**config.mk**
```make
export PLATFORM = sky130hd
export DESIGN_NAME = calc_sequencer
export DESIGN_NICKNAME = d
export VERILOG_FILES = /design/src/rtl/calc_sequencer.sv
export SDC_FILE = /design/constraint.sdc
export NUM_CORES = 1
export LEC_CHECK = 0
export CAP_MARGIN = 20
export CORE_AREA = 2 2 140 142
export CTS_BUF_LIST = sky130_fd_sc_hd__clkbuf_16
export DETAILED_ROUTE_END_ITERATION = 6
export DIE_AREA = 0 0 142 144
export GPL_TIMING_DRIVEN = 0
export PLACE_DENSITY = 0.74
export SYNTH_ARGS = -nofsm -noshare
export SYNTH_HDL_FRONTEND = slang
export SYNTH_SLANG_ARGS = --single-unit
```
**constraint.sdc**
```tcl
create_clock -name clk -period 4.25 [get_ports clk]
set_input_delay 0.425 -clock clk [delete_from_list [all_inputs] [get_ports clk]]
set_output_delay 0.425 -clock clk [all_outputs]
set_load 0.01 [all_outputs]
```
**src/rtl/calc_sequencer.sv**
```systemverilog
// calc_sequencer: keypad-driven 4-digit BCD calculator controller with multi-cycle exec and BCD conversion.
// Define CALC_MUL_EN to build the shift-add multiplier; otherwise op 10 reports an error.
module calc_sequencer (
   input  logic        clk,
   input  logic        rst,
   input  logic [3:0]  num_val,
   input  logic [1:0]  op_val,
   input  logic        is_num,
   input  logic        is_op,
   input  logic        is_eq,
   output logic [15:0] data_out_bcd,
   output logic        busy,
   output logic        done,
   output logic        err
);
   typedef enum logic [2:0] {ENTER_A, ENTER_B, EXEC, CONV, SHOW, ERROR} state_t;
   state_t      state;
   logic [13:0] a_bin, b_bin, res_bin, a_push, b_push, diff, exec_res;
   logic [15:0] a_bcd, b_bcd;
   logic [2:0]  a_cnt, b_cnt;
   logic [1:0]  op;
   logic [3:0]  cnt;
   logic [29:0] dd, dd_next;
   logic [14:0] sum;
   logic        num_ok, exec_err, exec_last;
`ifdef CALC_MUL_EN
   logic [27:0] prod, prod_next;
`endif

   // one double-dabble step: add-3 on each BCD digit >= 5, then shift {bcd, bin} left
   function automatic logic [29:0] dd_step(input logic [29:0] v);
      logic [29:0] t;
      t = v;
      for (int i = 0; i < 4; i++)
         t[14 + 4*i +: 4] = (t[14 + 4*i +: 4] >= 4'd5) ? t[14 + 4*i +: 4] + 4'd3 : t[14 + 4*i +: 4];
      return {t[28:0], 1'b0};
   endfunction

   assign num_ok  = num_val <= 4'd9;
   assign a_push  = a_bin * 14'd10 + {10'd0, num_val};
   assign b_push  = b_bin * 14'd10 + {10'd0, num_val};
   assign sum     = {1'b0, a_bin} + {1'b0, b_bin};
   assign diff    = a_bin - b_bin;
   assign dd_next = dd_step(dd);
`ifdef CALC_MUL_EN
   assign prod_next = prod + (b_bin[cnt] ? ({14'd0, a_bin} << cnt) : 28'd0);
`endif

   always_comb begin
      exec_res  = op[0] ? diff : sum[13:0];
      exec_err  = op[0] ? (a_bin < b_bin) : (sum > 15'd9999);
      exec_last = 1'b1;
`ifdef CALC_MUL_EN
      if (op == 2'b10) begin
         exec_res  = prod_next[13:0];
         exec_err  = prod_next > 28'd9999;
         exec_last = cnt == 4'd13;
      end
`else
      if (op == 2'b10) exec_err = 1'b1;
`endif
   end

   always_ff @(posedge clk or negedge rst) begin
      if (!rst) begin
         state        <= ENTER_A;
         a_bin        <= '0;
         b_bin        <= '0;
         res_bin      <= '0;
         a_bcd        <= '0;
         b_bcd        <= '0;
         a_cnt        <= '0;
         b_cnt        <= '0;
         op           <= '0;
         cnt          <= '0;
         dd           <= '0;
         data_out_bcd <= '0;
         busy         <= 1'b0;
         done         <= 1'b0;
         err          <= 1'b0;
`ifdef CALC_MUL_EN
         prod         <= '0;
`endif
      end else begin
         done <= 1'b0;
         case (state)
            EXEC: begin
               cnt <= cnt + 4'd1;
`ifdef CALC_MUL_EN
               prod <= prod_next;
`endif
               if (exec_last) begin
                  cnt <= '0;
                  if (exec_err) begin
                     state        <= ERROR;
                     busy         <= 1'b0;
                     err          <= 1'b1;
                     data_out_bcd <= 16'hEEEE;
                  end else begin
                     state   <= CONV;
                     res_bin <= exec_res;
                     dd      <= {16'd0, exec_res};
                  end
               end
            end
            CONV: begin
               dd  <= dd_next;
               cnt <= cnt + 4'd1;
               if (cnt == 4'd13) begin
                  state        <= SHOW;
                  busy         <= 1'b0;
                  done         <= 1'b1;
                  data_out_bcd <= dd_next[29:14];
               end
            end
            default: begin
               if (is_num) begin
                  if (num_ok && state == ENTER_A && a_cnt != 3'd4) begin
                     a_bin        <= a_push;
                     a_bcd        <= {a_bcd[11:0], num_val};
                     a_cnt        <= a_cnt + 3'd1;
                     data_out_bcd <= {a_bcd[11:0], num_val};
                  end else if (num_ok && state == ENTER_B && b_cnt != 3'd4) begin
                     b_bin        <= b_push;
                     b_bcd        <= {b_bcd[11:0], num_val};
                     b_cnt        <= b_cnt + 3'd1;
                     data_out_bcd <= {b_bcd[11:0], num_val};
                  end else if (num_ok && (state == SHOW || state == ERROR)) begin
                     a_bin        <= {10'd0, num_val};
                     a_bcd        <= {12'd0, num_val};
                     a_cnt        <= 3'd1;
                     data_out_bcd <= {12'd0, num_val};
                     err          <= 1'b0;
                     state        <= ENTER_A;
                  end
               end else if (is_op && op_val == 2'b11) begin
                  state        <= ENTER_A;
                  a_bin        <= '0;
                  b_bin        <= '0;
                  a_bcd        <= '0;
                  b_bcd        <= '0;
                  a_cnt        <= '0;
                  b_cnt        <= '0;
                  op           <= '0;
                  data_out_bcd <= '0;
                  err          <= 1'b0;
               end else if (is_op && (state == ENTER_A || state == SHOW || (state == ENTER_B && b_cnt == 3'd0))) begin
                  op    <= op_val;
                  b_bin <= '0;
                  b_bcd <= '0;
                  b_cnt <= '0;
                  state <= ENTER_B;
                  if (state == SHOW) begin
                     a_bin <= res_bin;
                     a_bcd <= data_out_bcd;
                     a_cnt <= 3'd4;
                  end
               end else if (is_eq && state == ENTER_B) begin
                  state <= EXEC;
                  busy  <= 1'b1;
                  cnt   <= '0;
`ifdef CALC_MUL_EN
                  prod  <= '0;
`endif
               end
            end
         endcase
      end
   end
endmodule
```
==> impl_metrics.tcl <==
# implementation run metrics
set metrics [dict create \
    synthToLayoutAreaGrowth_pct 13.3 \
    slew-limit-headroom 0.234 \
    setup.worst_path.class "flip-flop to flip-flop" \
    postSynthSeqShare 0.345 \
    drt_pass1_iterations 5 \
    floorplan.die.width_um 142 \
    yosysTopAreaCell "dfrtp_1" \
    initial_core_util 0.490 \
    register_bit_total_from_synthesis 129 \
    synth_largest_type_area_fraction 0.345 \
    synth_nets 1142 \
    topCellsByArea "dfrtp_1, ha_1, nand2_1" \
    arrival_ps 4370 \
    tritoncts "yes" \
    status "completed" \
    number_of_antenna_violations_at_the_first_check_in_global_routing 0 \
    power-per-cell-area_mw_per_mm2 881 \
    post_drt_via_cell_ratio 6.17 \
    cts_inserted_buffers 17 \
    hold_slack_ps 479 \
    grt_pass1_wl_mm 42.1 \
    regToRegEndpoint "res_bin[5]" \
    cellLeakagePower_nw 4.89 \
    worstSetupStartpointType "flip-flop" \
    path_cells "ha_1 > fa_1 > nor2b_1 > o2111ai_1 > nand3_1 > nand3_1 > a2111oi_0 > a221o_1 > buf_6 > nand2_8 > nand2_2 > mux2_2" \
    vias_post_dr 8262 \
    register_area_mm2 0.00323 \
    gp_routability_congestion 0.924 \
    largest_delay_share_family_worst_path "AND-OR/OR-AND gates" \
    drive_gt1_frac 0.0817 \
    worstPathRequired_ps 4570 \
    ctsLongestPathBuffers 2 \
    pre_cts_ws_ps 282 \
    ir_drop_mv 0.420 \
    synth_chip_area_mm2 0.00935 \
    synth-main-ff-cell "dfrtp_1" \
    die_height_um 144 \
    layout.area.comb_mm2 0.00561 \
    warnings_synthesis 0 \
    postSynthCellCount 1039 \
    peak_clock_frequency_supported_by_timing_mhz 247 \
    unrepaired_setup_endpoints_after_global_routing "false" \
    placement.io_buffers 29 \
    period_needed_ps 4050 \
    crit_top_cell "nand3_1" \
]
registers in the layout, indices dropped and copies added (netlist names), 2 cells and up:
register,flops
a_bcd,12
a_bin,14
a_cnt,3
b_bcd,11
b_bin,14
b_cnt,3
cnt,4
data_out_bcd,16
dd,30
op,2
res_bin,14
state,3
report_power, final:
part | total, W | internal (W) | switching (W)
Clock | 0.00154 | 0.000927 | 0.000617
Combinational | 0.00556 | 0.00222 | 0.00334
Sequential | 0.00222 | 0.00170 | 0.000520
repair_timing:
item,in CTS,in global routing
setup buffers,0,0
setup endpoints to repair,0,3
hold buffers,1,0
resized,0,1
hold endpoints to repair,49,0
how the worst max path moves through the flow:
stage                     startpoint         end  depth (start not counted)
after CTS                   b_bin[0]      dd[12]                         12
after floorplan             a_bin[1]   a_bin[13]                         13
final                       b_bin[0]  res_bin[5]                         12
after global placement           rst    b_bin[7]                          1
after global routing        a_bin[1]  res_bin[5]                         12
after detailed placement    b_bin[0]      dd[13]                         12
through the flow:
stage               std cells  cell area (um2)   util  TNS, ps
floorplan                1039             9350      -        0
global route             1340            10600  0.555        0
global placement         1306             9930  0.521  -319280
detailed placement       1307             9960  0.522        0
CTS                      1340            10600  0.555        0
finish                   1340            10600  0.555        0
cell type report:
cell class | count | area share
timing repair buffer | 31 | 0.0311
multi-input combinational | 788 | 0.530
clock buffer | 17 | 0.0402
tap | 238 | 0.0281
buffer | 49 | 0.0225
sequential | 129 | 0.305
inverter | 73 | 0.0259
clock inverter | 15 | 0.0173
synth_stat cells, types with 24 or more instances:
cell	count
xor2_1	26
xnor2_1	31
a21oi_1	61
o21ai_0	83
nand2_1	115
nor2_1	54
dfrtp_1	129
a22oi_1	30
ha_1	86
inv_1	71
clkbuf_1	29
nand3_1	24
metal layers:
layer	vias up	GRT usage	share of wire
met4	0	0.0784	0.019
met3	46	0.0586	0.084
met2	313	0.413	0.46
met1	4037	0.374	0.44
met5	-	0	0
li1	3866	-	-
cells by family (layout without fill, tap and decap cells):
kind of cell | after synthesis | after routing | share of synthesized area
adders and majority gates | 92 | 92 | 0.128
DFF | 129 | 129 | 0.345
AOI/OAI and AO/OA | 331 | 331 | 0.243
xor gates and xnor gates | 59 | 59 | 0.0582
buffers and inverters | 122 | 185 | 0.0548
muxes | 18 | 18 | 0.0210
and+or+nand+nor | 288 | 288 | 0.150
Fig. 1: wire density map
28 x 29 tiles, from black (low) to pale yellow (high), scaled to the fullest tile. Values are wire area over tile area, all layers added.
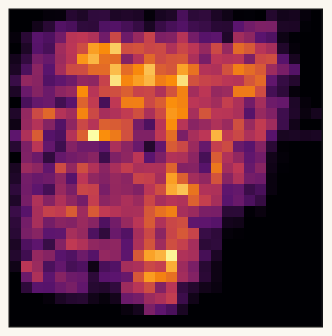
nearly empty tiles: 24%
emptiest ninth of the die: bottom right
tiles over half the peak: 20%
mean over tiles: 0.21
fullest tile: 0.73
average wire per cell in the routed design: 19.4 um
Final Routed Wirelength: 26.0 mm
all-layer global routing usage: 0.266

Fig. 2: zoomed window
Scale bar: 10 um. Region (58, 31) to (83, 56) um. Cells in gray, sequential cells in the stronger gray; small squares are vias.
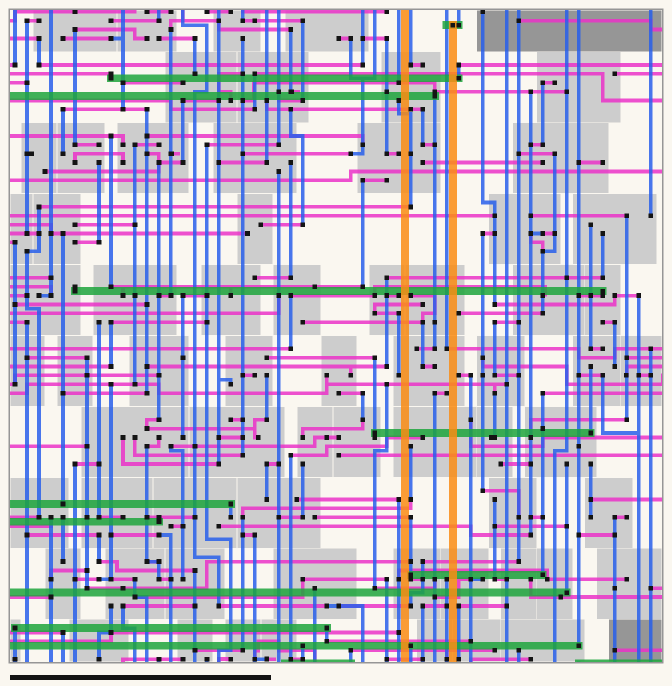
legend:
  met4:
    color: orange
  met1:
    color: magenta
  met3:
    color: green
  met2:
    color: blue
cells with their middle in the window: 65
sequential cells in the window: 1
netlist names of flops here include: res_bin (1)
most frequent: nor2_1 (7), a21oi_1 (6), xnor2_1 (5)

Fig. 3: placed standard cells
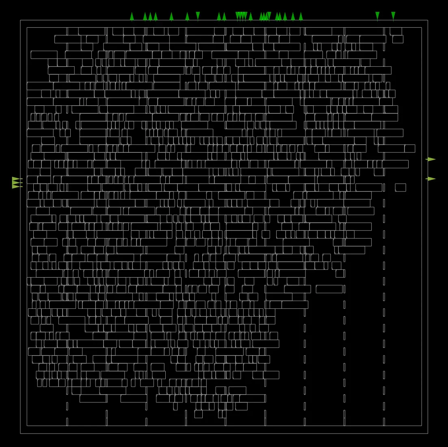
sequential cell count: 129
Final Instance Count excl. Fillers: 1,340
Finished Core Util: 0.555
number of rows in the core area: 51
layout filler cell count: 1,641

Fig. 4: selected gate families
Scale bar: 50 um.
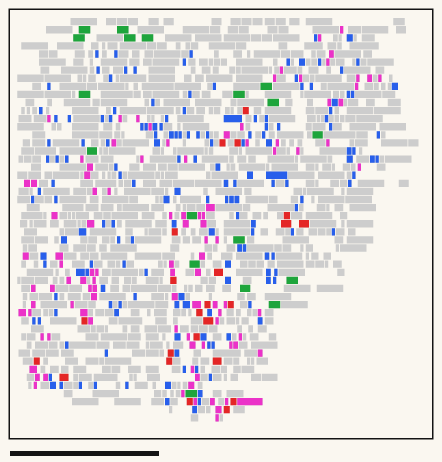
legend:
  NOR gates:
    color: magenta
    cells: 101
    where: spread over the die
  multiplexers:
    color: green
    cells: 18
  NAND gates:
    color: blue
    cells: 164
    where: spread over the die
  AND and OR gates:
    color: red
    cells: 23
highest-count logic cell in the final layout: dfrtp_1
combinational share of cell area: 0.530

Power figures rest on the tool's default switching activity, not on a simulated workload.
